### src/rtl/seq_pkg.sv
// Shared types and constants for the polynomial operand sequencer.
package seq_pkg;

    localparam int unsigned LARGURA_PADRAO = 16;
    localparam int unsigned IDX_W          = 2;

    // Operand slot selected by the running word index during CARGA
    localparam logic [IDX_W-1:0] IDX_X = 2'd0;
    localparam logic [IDX_W-1:0] IDX_A = 2'd1;
    localparam logic [IDX_W-1:0] IDX_B = 2'd2;
    localparam logic [IDX_W-1:0] IDX_C = 2'd3;

    typedef enum logic [1:0] {
        CARGA   = 2'd0,
        DISPARO = 2'd1,
        ESPERA  = 2'd2,
        ENTREGA = 2'd3
    } estado_t;

endpackage

### src/rtl/detector_borda.sv
// Rising-edge detector for the core done flag; pronto_q is the previous-cycle sample.
module detector_borda (
    input  logic ck,
    input  logic rst,
    input  logic pronto_i,
    output logic borda_c_o
);

    logic pronto_q;

    always_ff @(posedge ck or posedge rst) begin
        if (rst) begin
            pronto_q <= 1'b0;
        end else begin
            pronto_q <= pronto_i;
        end
    end

    // The core may hold pronto high across operations, so only a 0->1 transition counts
    assign borda_c_o = pronto_i & ~pronto_q;

endmodule

### src/rtl/sequenciador_polinomio.sv
// Operand sequencer in front of the polynomial core: loads X/A/B/C, starts the core, returns the result.
// Optional ESPERA watchdog enabled with `define SEQ_TIMEOUT_EN.
module sequenciador_polinomio
    import seq_pkg::*;
#(
    parameter int unsigned LARGURA    = LARGURA_PADRAO,
    parameter int unsigned MAX_ESPERA = 64
) (
    input  logic               ck,
    input  logic               rst,
    input  logic [LARGURA-1:0] dado_in,
    input  logic               dado_valido,
    output logic               dado_pronto,
    output logic [LARGURA-1:0] X,
    output logic [LARGURA-1:0] A,
    output logic [LARGURA-1:0] B,
    output logic [LARGURA-1:0] C,
    output logic               inicio,
    input  logic [LARGURA-1:0] Resultado,
    input  logic               pronto,
    input  logic               overflow,
    output logic [LARGURA-1:0] res_out,
    output logic               res_overflow,
    output logic               res_valido,
    input  logic               res_aceito,
    output logic               erro_timeout,
    output logic [7:0]         ops_concluidas
);

    localparam int unsigned OPS_W = 8;

`ifdef SEQ_TIMEOUT_EN
    localparam int unsigned            CNT_W         = 8;
    localparam logic [CNT_W-1:0]       LIMITE_ESPERA = CNT_W'(MAX_ESPERA - 1);

    logic [CNT_W-1:0] espera_cnt_q, espera_cnt_d;
`else
    localparam int unsigned MAX_ESPERA_UNUSED = MAX_ESPERA;
`endif

    estado_t            estado_q, estado_d;
    logic [IDX_W-1:0]   idx_q, idx_d;
    logic [LARGURA-1:0] x_q, x_d;
    logic [LARGURA-1:0] a_q, a_d;
    logic [LARGURA-1:0] b_q, b_d;
    logic [LARGURA-1:0] c_q, c_d;
    logic               inicio_q, inicio_d;
    logic               dado_pronto_q, dado_pronto_d;
    logic [LARGURA-1:0] res_q, res_d;
    logic               res_ovf_q, res_ovf_d;
    logic               res_valido_q, res_valido_d;
    logic               erro_q, erro_d;
    logic [OPS_W-1:0]   ops_q, ops_d;
    logic               pronto_borda_c;
    logic               aceita_c;

    detector_borda u_borda (
        .ck        (ck),
        .rst       (rst),
        .pronto_i  (pronto),
        .borda_c_o (pronto_borda_c)
    );

    assign aceita_c = dado_valido & dado_pronto_q;

    // Next-state and registered-output logic
    always_comb begin
        estado_d     = estado_q;
        idx_d        = idx_q;
        x_d          = x_q;
        a_d          = a_q;
        b_d          = b_q;
        c_d          = c_q;
        res_d        = res_q;
        res_ovf_d    = res_ovf_q;
        res_valido_d = res_valido_q;
        erro_d       = 1'b0;
        ops_d        = ops_q;
`ifdef SEQ_TIMEOUT_EN
        espera_cnt_d = espera_cnt_q;
`endif

        case (estado_q)
            CARGA: begin
                if (aceita_c) begin
                    case (idx_q)
                        IDX_X:   x_d = dado_in;
                        IDX_A:   a_d = dado_in;
                        IDX_B:   b_d = dado_in;
                        default: c_d = dado_in;
                    endcase
                    if (idx_q == IDX_C) begin
                        idx_d    = IDX_X;
                        estado_d = DISPARO;
                    end else begin
                        idx_d = idx_q + IDX_W'(1);
                    end
                end
            end

            DISPARO: begin
                estado_d = ESPERA;
`ifdef SEQ_TIMEOUT_EN
                espera_cnt_d = '0;
`endif
            end

            ESPERA: begin
                // A pronto edge always beats the watchdog in the same cycle
                if (pronto_borda_c) begin
                    res_d        = Resultado;
                    res_ovf_d    = overflow;
                    res_valido_d = 1'b1;
                    estado_d     = ENTREGA;
`ifdef SEQ_TIMEOUT_EN
                end else if (espera_cnt_q == LIMITE_ESPERA) begin
                    erro_d   = 1'b1;
                    idx_d    = IDX_X;
                    estado_d = CARGA;
                end else begin
                    espera_cnt_d = espera_cnt_q + CNT_W'(1);
`endif
                end
            end

            ENTREGA: begin
                if (res_valido_q && res_aceito) begin
                    ops_d        = ops_q + OPS_W'(1);
                    res_valido_d = 1'b0;
                    idx_d        = IDX_X;
                    estado_d     = CARGA;
                end
            end

            default: begin
                idx_d    = IDX_X;
                estado_d = CARGA;
            end
        endcase

        dado_pronto_d = (estado_d == CARGA);
        inicio_d      = (estado_d == DISPARO);
    end

    always_ff @(posedge ck or posedge rst) begin
        if (rst) begin
            estado_q      <= CARGA;
            idx_q         <= IDX_X;
            x_q           <= '0;
            a_q           <= '0;
            b_q           <= '0;
            c_q           <= '0;
            inicio_q      <= 1'b0;
            dado_pronto_q <= 1'b0;
            res_q         <= '0;
            res_ovf_q     <= 1'b0;
            res_valido_q  <= 1'b0;
            erro_q        <= 1'b0;
            ops_q         <= '0;
`ifdef SEQ_TIMEOUT_EN
            espera_cnt_q  <= '0;
`endif
        end else begin
            estado_q      <= estado_d;
            idx_q         <= idx_d;
            x_q           <= x_d;
            a_q           <= a_d;
            b_q           <= b_d;
            c_q           <= c_d;
            inicio_q      <= inicio_d;
            dado_pronto_q <= dado_pronto_d;
            res_q         <= res_d;
            res_ovf_q     <= res_ovf_d;
            res_valido_q  <= res_valido_d;
            erro_q        <= erro_d;
            ops_q         <= ops_d;
`ifdef SEQ_TIMEOUT_EN
            espera_cnt_q  <= espera_cnt_d;
`endif
        end
    end

    assign dado_pronto    = dado_pronto_q;
    assign X              = x_q;
    assign A              = a_q;
    assign B              = b_q;
    assign C              = c_q;
    assign inicio         = inicio_q;
    assign res_out        = res_q;
    assign res_overflow   = res_ovf_q;
    assign res_valido     = res_valido_q;
    assign erro_timeout   = erro_q;
    assign ops_concluidas = ops_q;

endmodule

### config.mk
export PLATFORM = sky130hd
export DESIGN_NAME = sequenciador_polinomio
export DESIGN_NICKNAME = d
export VERILOG_FILES = /design/src/rtl/seq_pkg.sv /design/src/rtl/detector_borda.sv /design/src/rtl/sequenciador_polinomio.sv
export SDC_FILE = /design/constraint.sdc
export NUM_CORES = 1
export LEC_CHECK = 0
export CAP_MARGIN = 30
export CORE_ASPECT_RATIO = 1.75
export CORE_UTILIZATION = 30
export DETAILED_ROUTE_END_ITERATION = 10
export GPL_TIMING_DRIVEN = 1
export PLACE_DENSITY = 0.64
export SLEW_MARGIN = 20
export SYNTH_ARGS = -nofsm -noshare
export SYNTH_HDL_FRONTEND = slang
export SYNTH_SLANG_ARGS = --single-unit
### constraint.sdc
create_clock -name ck -period 5.4 [get_ports ck]
set_input_delay 1.62 -clock ck [delete_from_list [all_inputs] [get_ports ck]]
set_output_delay 1.62 -clock ck [all_outputs]
set_load 0.005 [all_outputs]
==> reports/metrics.yaml, run 1 <==
finalNonFillerCells: 541
place_congestion: 0.7095
top_cells_by_count: "97 x dfrtp_1, 71 x mux2_1, 10 x mux2_2"
status: "finished, final reports clean"
clk_latency_ns: 0.34
max_clock_freq_mhz: 327.4
drive_above_1_share_pct: 9.043
p_total_mw: 1.414
vdd_ir_drop_max_v: 0.0001558
die-area_sq_um: 13050
path_max_fanout: 16
finalInstanceArea_sq_um: 5568
rsz0062_at_grt: "false"
dpl.cell_count: 526
top_logic_kind: "multiplexers"
synth_top_cell_by_count: "dfrtp_1"
p_clk_share_pct: 45.0
setup_violations: 0
core_area_sq_um: 12140
min_path_type: "reg -> reg"
antenna_found_initial: 0
top_cell_area_share_pct: 64.30
cts_tree: "built"
synth-edff-count: 0
fp_util_pct: 31.11
ys_ff: 97
yosys_cells: 237
ant_nets: 0
timing.final.hold_violations: 0
cts.sinks: 97
p_switching_uw: 289.7
place_hpwl_microns: 6258
yosys.area_share.adder_pct: 1.989
max_stage_delay_ns: 0.52
slew_headroom_pct: 65.97
criticalPathCategory: "in -> reg"
row_count: 53
htree_num_levels: 3
yosys.area_share.xor_xnor_pct: 1.624
mux_share_pct: 24.16
dieHeight_microns: 150.4
gr-total-overflow: 0
cellInternalPower_mw: 1.125
cts_buffers: 9
netlist_area_sq_um: 3775
post_cts_buffers: 0
warnings: 30
fp_nets: 281
diodes: 0
period_used_pct: 56.56
yosysWarnings: 0
nets: 416
place_area_sq_um: 5271
power_density_nw_per_um2: 254.0
die_w_microns: 86.80
ios: 131
period_minus_slack_ns: 3.054
ctsResizeCount: 0
cts.clk_slew.worst_paths_ns: 0.07
p_comb_share_pct: 3.6
synth.distinct_cells: 28
end_kind: "register"
maxCapViolations: 0
preCtsSetupSlack_ns: 1.950
cellLeakagePower_nw: 2.740
switching_share_pct: 20.49
crit_chain: "clkdlybuf4s50_1 -> and4bb_1 -> nand2_4 -> mux2_1"
netlist_instances: 237
yosys_area_sq_um: 3775
finalWorstSetupSlack_ns: 2.346
routed_wl_microns: 8541
vias: 2419
drtIter0Drc: 30
drv_slew: 0
pwr-share-seq_pct: 51.4
vias_per_cell: 4.471
simple_gate_area_share_pct: 4.740
cp-start-kind: "input pin"
compound_area_share_pct: 0.8286
worstMarginPinSlew_ns: 0.5105
grt_pass1_wl_microns: 13590
ys_seq_share_pct: 64.30
firstDrtPassIters: 7
crit_slowest_cell: "and4bb_1"
yosysTopAreaCell: "dfrtp_1"
portBuffers: 129
grt_max_degree: 43
topCellsByArea: "dfrtp_1 64%, mux2_1 21%, mux2_2 3.0%, ha_1 2.0%, buf_6 1.2%"
tns_ns: 0
synth_area_per_cell_sq_um: 15.93
clock_skew_ns: 0.005491
ctsHoldBuffers: 0
first_global_vias: 2592
-- run 1: worst max-delay path, delay by kind of cell --
kind	cells	cell delay, ns
buffers and inverters	1	0.45
AND/OR/NAND/NOR	2	0.81
multiplexers	1	0.39
-- run 1: worst paths after layout --
| kind | slack [ns] | cells past startpoint | startpoint | end |
|---|---|---|---|---|
| max in group asynchronous | 3.22 | 4 | rst | B[0]$_DFFE_PP0P_ |
| max | 2.35 | 4 | dado_valido | C[2]$_DFFE_PP0P_ |
| min reg2reg | 0.48 | 1 | ops_concluidas[7]$_DFFE_PP0P_ | ops_concluidas[7]$_DFFE_PP0P_ |
| min in group asynchronous | 1.66 | 3 | rst | res_out[7]$_DFFE_PP0P_ |
| max reg2reg | 3.51 | 3 | estado_q[0]$_DFF_PP0_ | C[2]$_DFFE_PP0P_ |
| min | 0.48 | 1 | ops_concluidas[7]$_DFFE_PP0P_ | ops_concluidas[7]$_DFFE_PP0P_ |
-- run 1: layer usage --
metal	wire (microns)	GRT usage, %	up-vias
met5	0	0	-
met4	174	7.250	0
met3	346	2.467	11
met2	4838	26.61	76
met1	3181	14.15	1235
li1	-	-	1097
-- run 1: logic make-up after synthesis --
family,Yosys count
simple gates,29
mux,81
other cells,1
fa+ha+maj,6
xor+xnor,7
compound gates,4
flops,97
buf+inv,12
-- run 1: layout by cell type (no fill, tap or decap), types with 2 or more instances in the layout --
cell type,count
buf_12,2
buf_4,2
clkbuf_16,9
clkdlybuf4s50_1,129
clkinvlp_4,2
dfrtp_1,97
ha_1,6
inv_1,2
mux2_1,71
mux2_2,10
nand2_1,8
nand2_4,4
nand4_1,3
nor2_1,4
nor3_1,3
xnor2_1,4
xor2_1,3
-- run 1: through the flow --
stage | utilization [%] | hold WS [ns]
2_1_floorplan | - | 0.4647
3_3_place_gp | 43.11 | 0.4649
3_5_place_dp | 43.44 | 0.4737
4_1_cts | 45.88 | 0.4889
5_1_grt | 45.88 | 0.5061
6_report | 45.88 | 0.4777
-- run 1: power groups by stage --
| stage | registers (mW) | clock network, mW | logic [mW] |
|---|---|---|---|
| 2_1_floorplan | 0.741 | 0 | 0.0119 |
| 3_3_place_gp | 0.741 | 0 | 0.0479 |
| 3_5_place_dp | 0.741 | 0 | 0.0525 |
| 4_1_cts | 0.727 | 0.654 | 0.0527 |
| 5_1_grt | 0.726 | 0.682 | 0.0569 |
| 6_report | 0.727 | 0.636 | 0.0510 |
-- run 1: state kept, by name, indices dropped and copies added (netlist names) --
| name | count |
|---|---|
| idx_q | 2 |
| X | 16 |
| inicio | 1 |
| A | 16 |
| res_out | 16 |
| res_valido | 1 |
| u_borda.pronto_q | 1 |
| C | 16 |
| ops_concluidas | 8 |
| res_overflow | 1 |
| dado_pronto | 1 |
| B | 16 |
| estado_q | 2 |
-- run 1: area by class of cell --
class                           instances  area, sq um
Clock buffer                           11        242.7
Clock inverter                          4        53.80
Fill cell                            1104         6568
Inverter                                3        13.76
Multi-Input combinational cell        128         1277
Sequential cell                        97         2427
Tap cell                              165        206.4
Timing Repair Buffer                  133         1346
==> run_1/clock_map.png <==
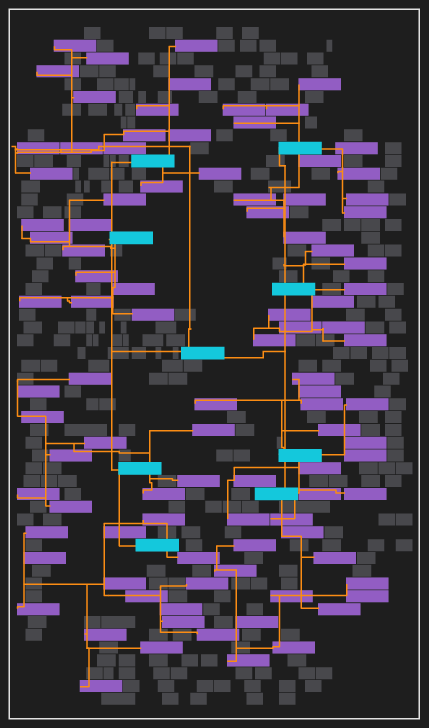
[purple] flip-flops | count: 97
[cyan] cells driving clock nets | count: 9
[orange] clock wires | length: 1,210 microns
routed clock nets: 10
flops lie: widely spread

==> run_1/port_nets.png <==
The bar under the picture is 20 microns long.
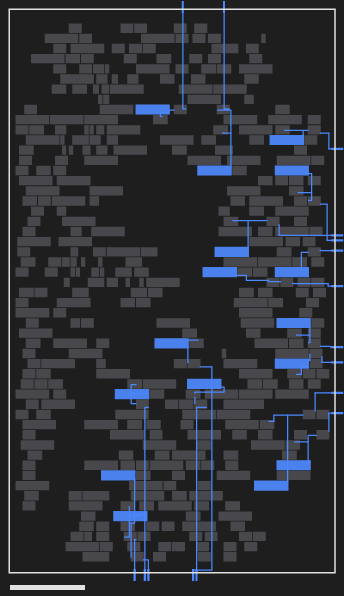
| color | port | bits | direction | end cells | buffers | wire |
|---|---|---|---|---|---|---|
| blue | C | 16 | output | 16 | 16 | 509 microns |

==> run_1/final_congestion.png <==
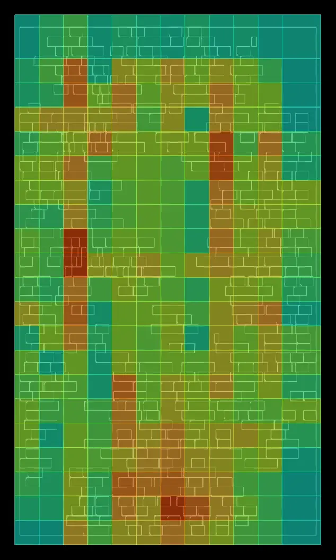
GR Layer Usage met3: 2.467%
GRT Resource Usage Total: 13.99%

==> run 1 -> run 2 <==
Clock period 5.4 ns to 3.1 ns, I/O delays scaled along.
==> run_2/met1.png <==
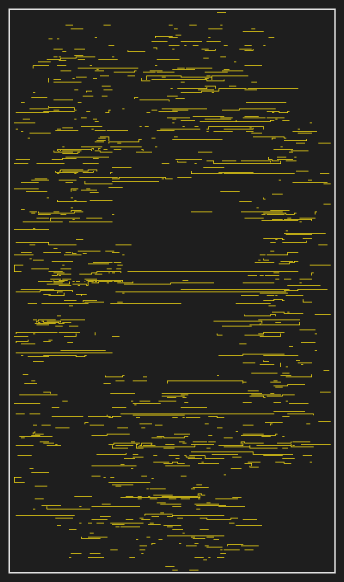
main direction: horizontal
share of all routed wire: 38%
wire length on this layer: 3,160 microns
longest straight run: 45.5 microns
nets with wire on the layer: 355

==> reports/metrics.yaml, run 2 <==
status: "finished, final reports clean"
yosysWarnings: 0
cts_tree: "built"
core_area_sq_um: 12140
drive_above_1_share_pct: 9.309
vias_per_cell: 4.442
yosys_area_sq_um: 3775
ys_seq_share_pct: 64.30
worstReg2RegStart: "estado_q[0]$_DFF_PP0_"
drv_slew: 0
cp-start-kind: "input pin"
cellLeakagePower_nw: 2.737
p_comb_share_pct: 3.4
firstDrtPassIters: 4
switching_share_pct: 20.32
p_switching_uw: 506.3
hp-start: "ops_concluidas[7]$_DFFE_PP0P_"
min_to: "ops_concluidas[7]$_DFFE_PP0P_"
portBuffers: 129
cts.sinks: 97
timing.final.hold_violations: 0
power_density_nw_per_um2: 447.5
clock_skew_ns: 0.009010
maxCapViolations: 0
dieHeight_microns: 150.4
period_minus_slack_ns: 2.388
top_cell_area_share_pct: 64.30
ant_nets: 0
path_max_fanout: 16
tns_ns: 0
fp_util_pct: 31.11
ctsResizeCount: 0
p_clk_share_pct: 45.8
netlist_instances: 237
routed_wl_microns: 8281
rrSetupSlack_ns: 1.19
first_global_vias: 2548
grt_max_degree: 59
antenna_found_initial: 0
ys_ff: 97
die-area_sq_um: 13050
worstMarginPinSlew_ns: 0.5287
p_total_mw: 2.492
gr-total-overflow: 0
top_cells_by_count: "97 x dfrtp_1, 71 x mux2_1, 10 x mux2_2"
min_path_type: "reg -> reg"
post_cts_buffers: 0
row_count: 53
final_cell_mix: "129 x clkdlybuf4s50_1, 97 x dfrtp_1, 71 x mux2_1, 10 x mux2_2, 9 x clkbuf_16"
yosysTopAreaCell: "dfrtp_1"
pwr-share-seq_pct: 50.8
layout_top_cell: "clkdlybuf4s50_1"
r2r_end: "C[13]$_DFFE_PP0P_"
die_w_microns: 86.80
cts.clk_slew.worst_paths_ns: 0.07
nets: 415
synth_top_cell_by_count: "dfrtp_1"
htree_num_levels: 3
vdd_ir_drop_max_v: 0.0002370
ctsHoldBuffers: 0
final_util_pct: 45.88
synth_area_per_cell_sq_um: 15.93
clk_latency_ns: 0.33
vias: 2403
slew_headroom_pct: 64.68
cts_buffers: 9
grt_pass1_wl_microns: 13050
end_kind: "register"
crit_buf_inv: 1
path_delay_family: "simple AND/OR/NAND/NOR gates"
synth.distinct_cells: 28
warnings: 30
place_congestion: 0.7136
==> run_2/registers.png <==
Other sequential cells in the stronger gray, the rest of the logic in the fainter gray.
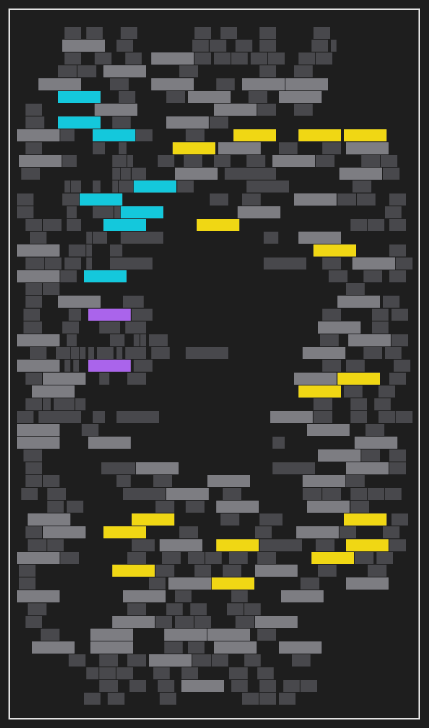
| color | netlist name | flops |
|---|---|---|
| purple | idx_q | 2 |
| yellow | B | 16 |
| cyan | ops_concluidas | 8 |

[run 2: cell count changes in the layout (fill, tap and decap cells not counted), sizes merged]
cell      before  now
clkinvlp       2    3
buf            4    3
[run 2: cell type report]
cell class,instances,area (sq um)
flip-flops and latches,97,2427
multi-input cells,128,1277
clock inverters,5,62.56
fillers,1118,6568
inverters,3,15.01
clock buffers,11,252.7
well taps,165,206.4
repair buffers,132,1326
[run 2: routing by layer]
layer / vias up / share of wire [%] / global-route usage [%] / wire length (microns)
met2: 79 / 56 / 24.41 / 4660
met4: 0 / 0.98 / 5.250 / 81
met1: 1226 / 38 / 14.60 / 3159
li1: 1091 / - / - / -
met3: 7 / 4.6 / 3.289 / 381
met5: - / 0 / 0 / 0
[run 2: how the worst max path moves through the flow]
stage                start           endpoint  cells after the start
6_report       dado_valido  C[13]$_DFFE_PP0P_                      4
5_1_grt        dado_valido  C[15]$_DFFE_PP0P_                      4
4_1_cts        dado_valido  C[15]$_DFFE_PP0P_                      4
3_5_place_dp   dado_valido  C[15]$_DFFE_PP0P_                      4
3_3_place_gp   dado_valido  C[12]$_DFFE_PP0P_                      4
2_1_floorplan          rst   A[0]$_DFFE_PP0P_                      1
[run 2: logic make-up (layout without fill, tap and decap cells)]
logic type,after synthesis,after routing,synth area share (%)
mux,81,81,24.16
flops,97,97,64.30
xor+xnor,7,7,1.624
other cells,1,1,0.09934
compound gates,4,4,0.8286
fa+ha+maj,6,6,1.989
simple gates,29,29,4.740
buf+inv,12,151,2.254
[run 2: power groups by stage]
stage | Clock (mW) | Sequential (mW) | Combinational [mW]
after global routing | 1.23 | 1.27 | 0.0948
after floorplan | 0 | 1.29 | 0.0211
final | 1.14 | 1.27 | 0.0847
after CTS | 1.19 | 1.27 | 0.0880
after global placement | 0 | 1.29 | 0.0867
after detailed placement | 0 | 1.29 | 0.0876
[run 2: worst register-to-register path, delay by kind of cell, from the launching register on]
family,cells,cell delay [ns]
AND/OR/NAND/NOR,2,0.94
multiplexers,1,0.39
flip-flops,1,0.46
[run 2: metrics by stage]
step / cell area [sq um] / instances / worst slack (ns) / hold WS [ns]
after global routing: 5568 / 541 / 0.6416 / 0.5000
final: 5568 / 541 / 0.7116 / 0.4720
after floorplan: 3779 / 237 / 1.022 / 0.4647
after global placement: 5253 / 525 / 0.3891 / 0.4588
after detailed placement: 5253 / 525 / 0.3449 / 0.4624
after CTS: 5568 / 541 / 0.7074 / 0.4720
==> run 2 -> run 3 <==
Clock period 3.1 ns to 2.4 ns, I/O delays scaled along.
==> run_3/port_nets.png <==
The bar under the picture is 20 microns long.
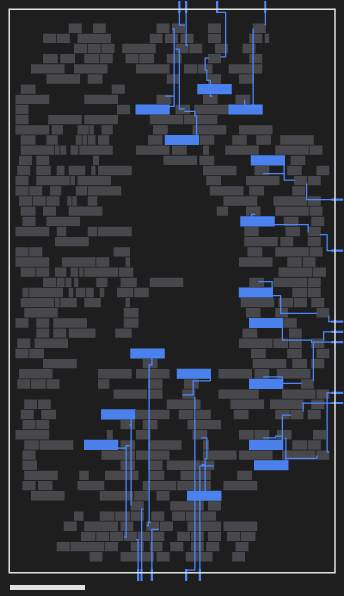
| color | port | bits | direction | end cells | buffers | wire |
|---|---|---|---|---|---|---|
| blue | C | 16 | output | 16 | 16 | 565 microns |

==> reports/metrics.yaml, run 3 <==
vias: 2424
path_max_fanout: 16
vias_per_cell: 4.464
final_util_pct: 45.94
htree_num_levels: 3
ios: 131
drv_slew: 0
fp_util_pct: 31.11
cts.sinks: 97
fillCellCount: 1094
cts_tree: "built"
max_stage_delay_ns: 0.47
row_count: 53
min_path_type: "reg -> reg"
yosys_area_sq_um: 3775
hp-start: "res_out[0]$_DFFE_PP0P_"
drive_above_1_share_pct: 9.788
vdd_ir_drop_max_v: 0.0003123
netlist_instances: 237
min_to: "res_out[0]$_DFFE_PP0P_"
power_density_nw_per_um2: 564.6
grt_pass1_wl_microns: 13490
timing.final.hold_violations: 0
topCellsByArea: "dfrtp_1 64%, mux2_1 21%, mux2_2 3.0%, ha_1 2.0%, buf_6 1.2%"
gr-total-overflow: 0
path_delay_family: "simple AND/OR/NAND/NOR gates"
first_global_vias: 2705
crit_chain: "clkdlybuf4s50_1 -> and4bb_1 -> nand2_4 -> mux2_1"
antenna_found_initial: 0
period_minus_slack_ns: 2.092
max_clock_freq_mhz: 478.1
cp-start-kind: "input pin"
rsz0062_at_grt: "false"
min_path_cells: 1
yosysWarnings: 0
r2r.worst_path.cells: 3
status: "finished, final reports clean"
finalInstanceArea_sq_um: 5575
place_hpwl_microns: 6089
worstReg2RegStart: "estado_q[0]$_DFF_PP0_"
post_cts_buffers: 0
synth_top_cell_by_count: "dfrtp_1"
yosysTopAreaCell: "dfrtp_1"
netlist_area_sq_um: 3775
drtIter0Drc: 42
top_cells_by_count: "97 x dfrtp_1, 71 x mux2_1, 10 x mux2_2"
setup_violations: 0
diodes: 0
routed_wl_microns: 8202
rrSetupSlack_ns: 0.58
place_area_sq_um: 5280
ant_nets: 0
top_cell_area_share_pct: 64.30
fp_nets: 281
clock_skew_ns: 0.007072
grt_max_degree: 60
final_cell_mix: "129 x clkdlybuf4s50_1, 97 x dfrtp_1, 71 x mux2_1, 10 x mux2_2, 9 x clkbuf_16"
finalWorstSetupSlack_ns: 0.3085
p_total_mw: 3.148
portBuffers: 129
track_usage_pct: 13.70
warnings: 30
synth_area_per_cell_sq_um: 15.93
firstDrtPassIters: 3
ys_seq_share_pct: 64.30
==> run_3/registers.png <==
Other sequential cells in the stronger gray, the rest of the logic in the fainter gray.
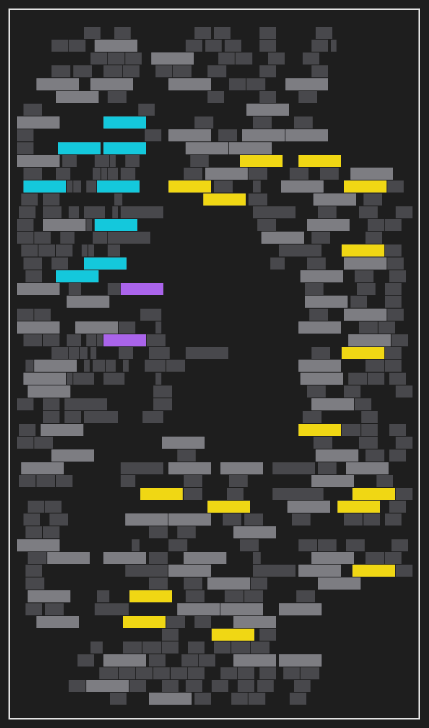
| color | netlist name | flops |
|---|---|---|
| purple | idx_q | 2 |
| yellow | B | 16 |
| cyan | ops_concluidas | 8 |

-- run 3: how the worst max path moves through the flow --
| stage | start | to | cells after the start |
|---|---|---|---|
| 2_1_floorplan | rst | A[0]$_DFFE_PP0P_ | 1 |
| 3_3_place_gp | dado_valido | B[2]$_DFFE_PP0P_ | 4 |
| 3_5_place_dp | dado_valido | A[11]$_DFFE_PP0P_ | 4 |
| 4_1_cts | dado_valido | B[4]$_DFFE_PP0P_ | 4 |
| 5_1_grt | dado_valido | B[9]$_DFFE_PP0P_ | 4 |
| 6_report | dado_valido | A[11]$_DFFE_PP0P_ | 4 |
-- run 3: worst register-to-register path: cells and delay by family (launching register included) --
| family | cells | cell delay [ns] |
|---|---|---|
| mux | 1 | 0.39 |
| flops | 1 | 0.45 |
| simple gates | 2 | 0.85 |
-- run 3: cell families after synthesis --
family,after synthesis,share of synthesized area [%]
other,1,0.09934
AOI/OAI and AO/OA,4,0.8286
and+or+nand+nor,29,4.740
buffers and inverters,12,2.254
DFF,97,64.30
adders and majority gates,6,1.989
xor gates and xnor gates,7,1.624
muxes,81,24.16
-- run 3: area by class of cell --
class                      count  area (sq um)  share of cell area, %
clock buffer                   9         225.2                  4.039
timing repair buffer         134          1354                  24.28
multi-input combinational    128          1277                  22.91
inverter                       3         15.01                 0.2693
clock inverter                 7         70.07                  1.257
tap                          165         206.4                  3.703
sequential                    97          2427                  43.54
-- run 3: per-stage QoR --
| stage | hold slack (ns) | instances |
|---|---|---|
| 5_1_grt | 0.4934 | 543 |
| 3_3_place_gp | 0.4674 | 527 |
| 2_1_floorplan | 0.4647 | 237 |
| 6_report | 0.4835 | 543 |
| 4_1_cts | 0.4880 | 543 |
| 3_5_place_dp | 0.4740 | 527 |
-- run 3: per-layer routing --
layer	track usage, %	wire length, microns	vias up
met3	3.015	329	10
met5	0	0	-
met2	25.75	4642	76
li1	-	-	1097
met1	14.29	3072	1241
met4	5.833	158	0
-- run 3: power by group --
| group | leakage (nW) | total (mW) | switching, mW | internal [mW] |
|---|---|---|---|---|
| Combinational | 1.26 | 0.110 | 0.0506 | 0.0594 |
| Clock | 0.146 | 1.40 | 0.595 | 0.807 |
| Sequential | 1.34 | 1.64 | 0.000698 | 1.64 |
Power is estimated from default activity; no workload was simulated.
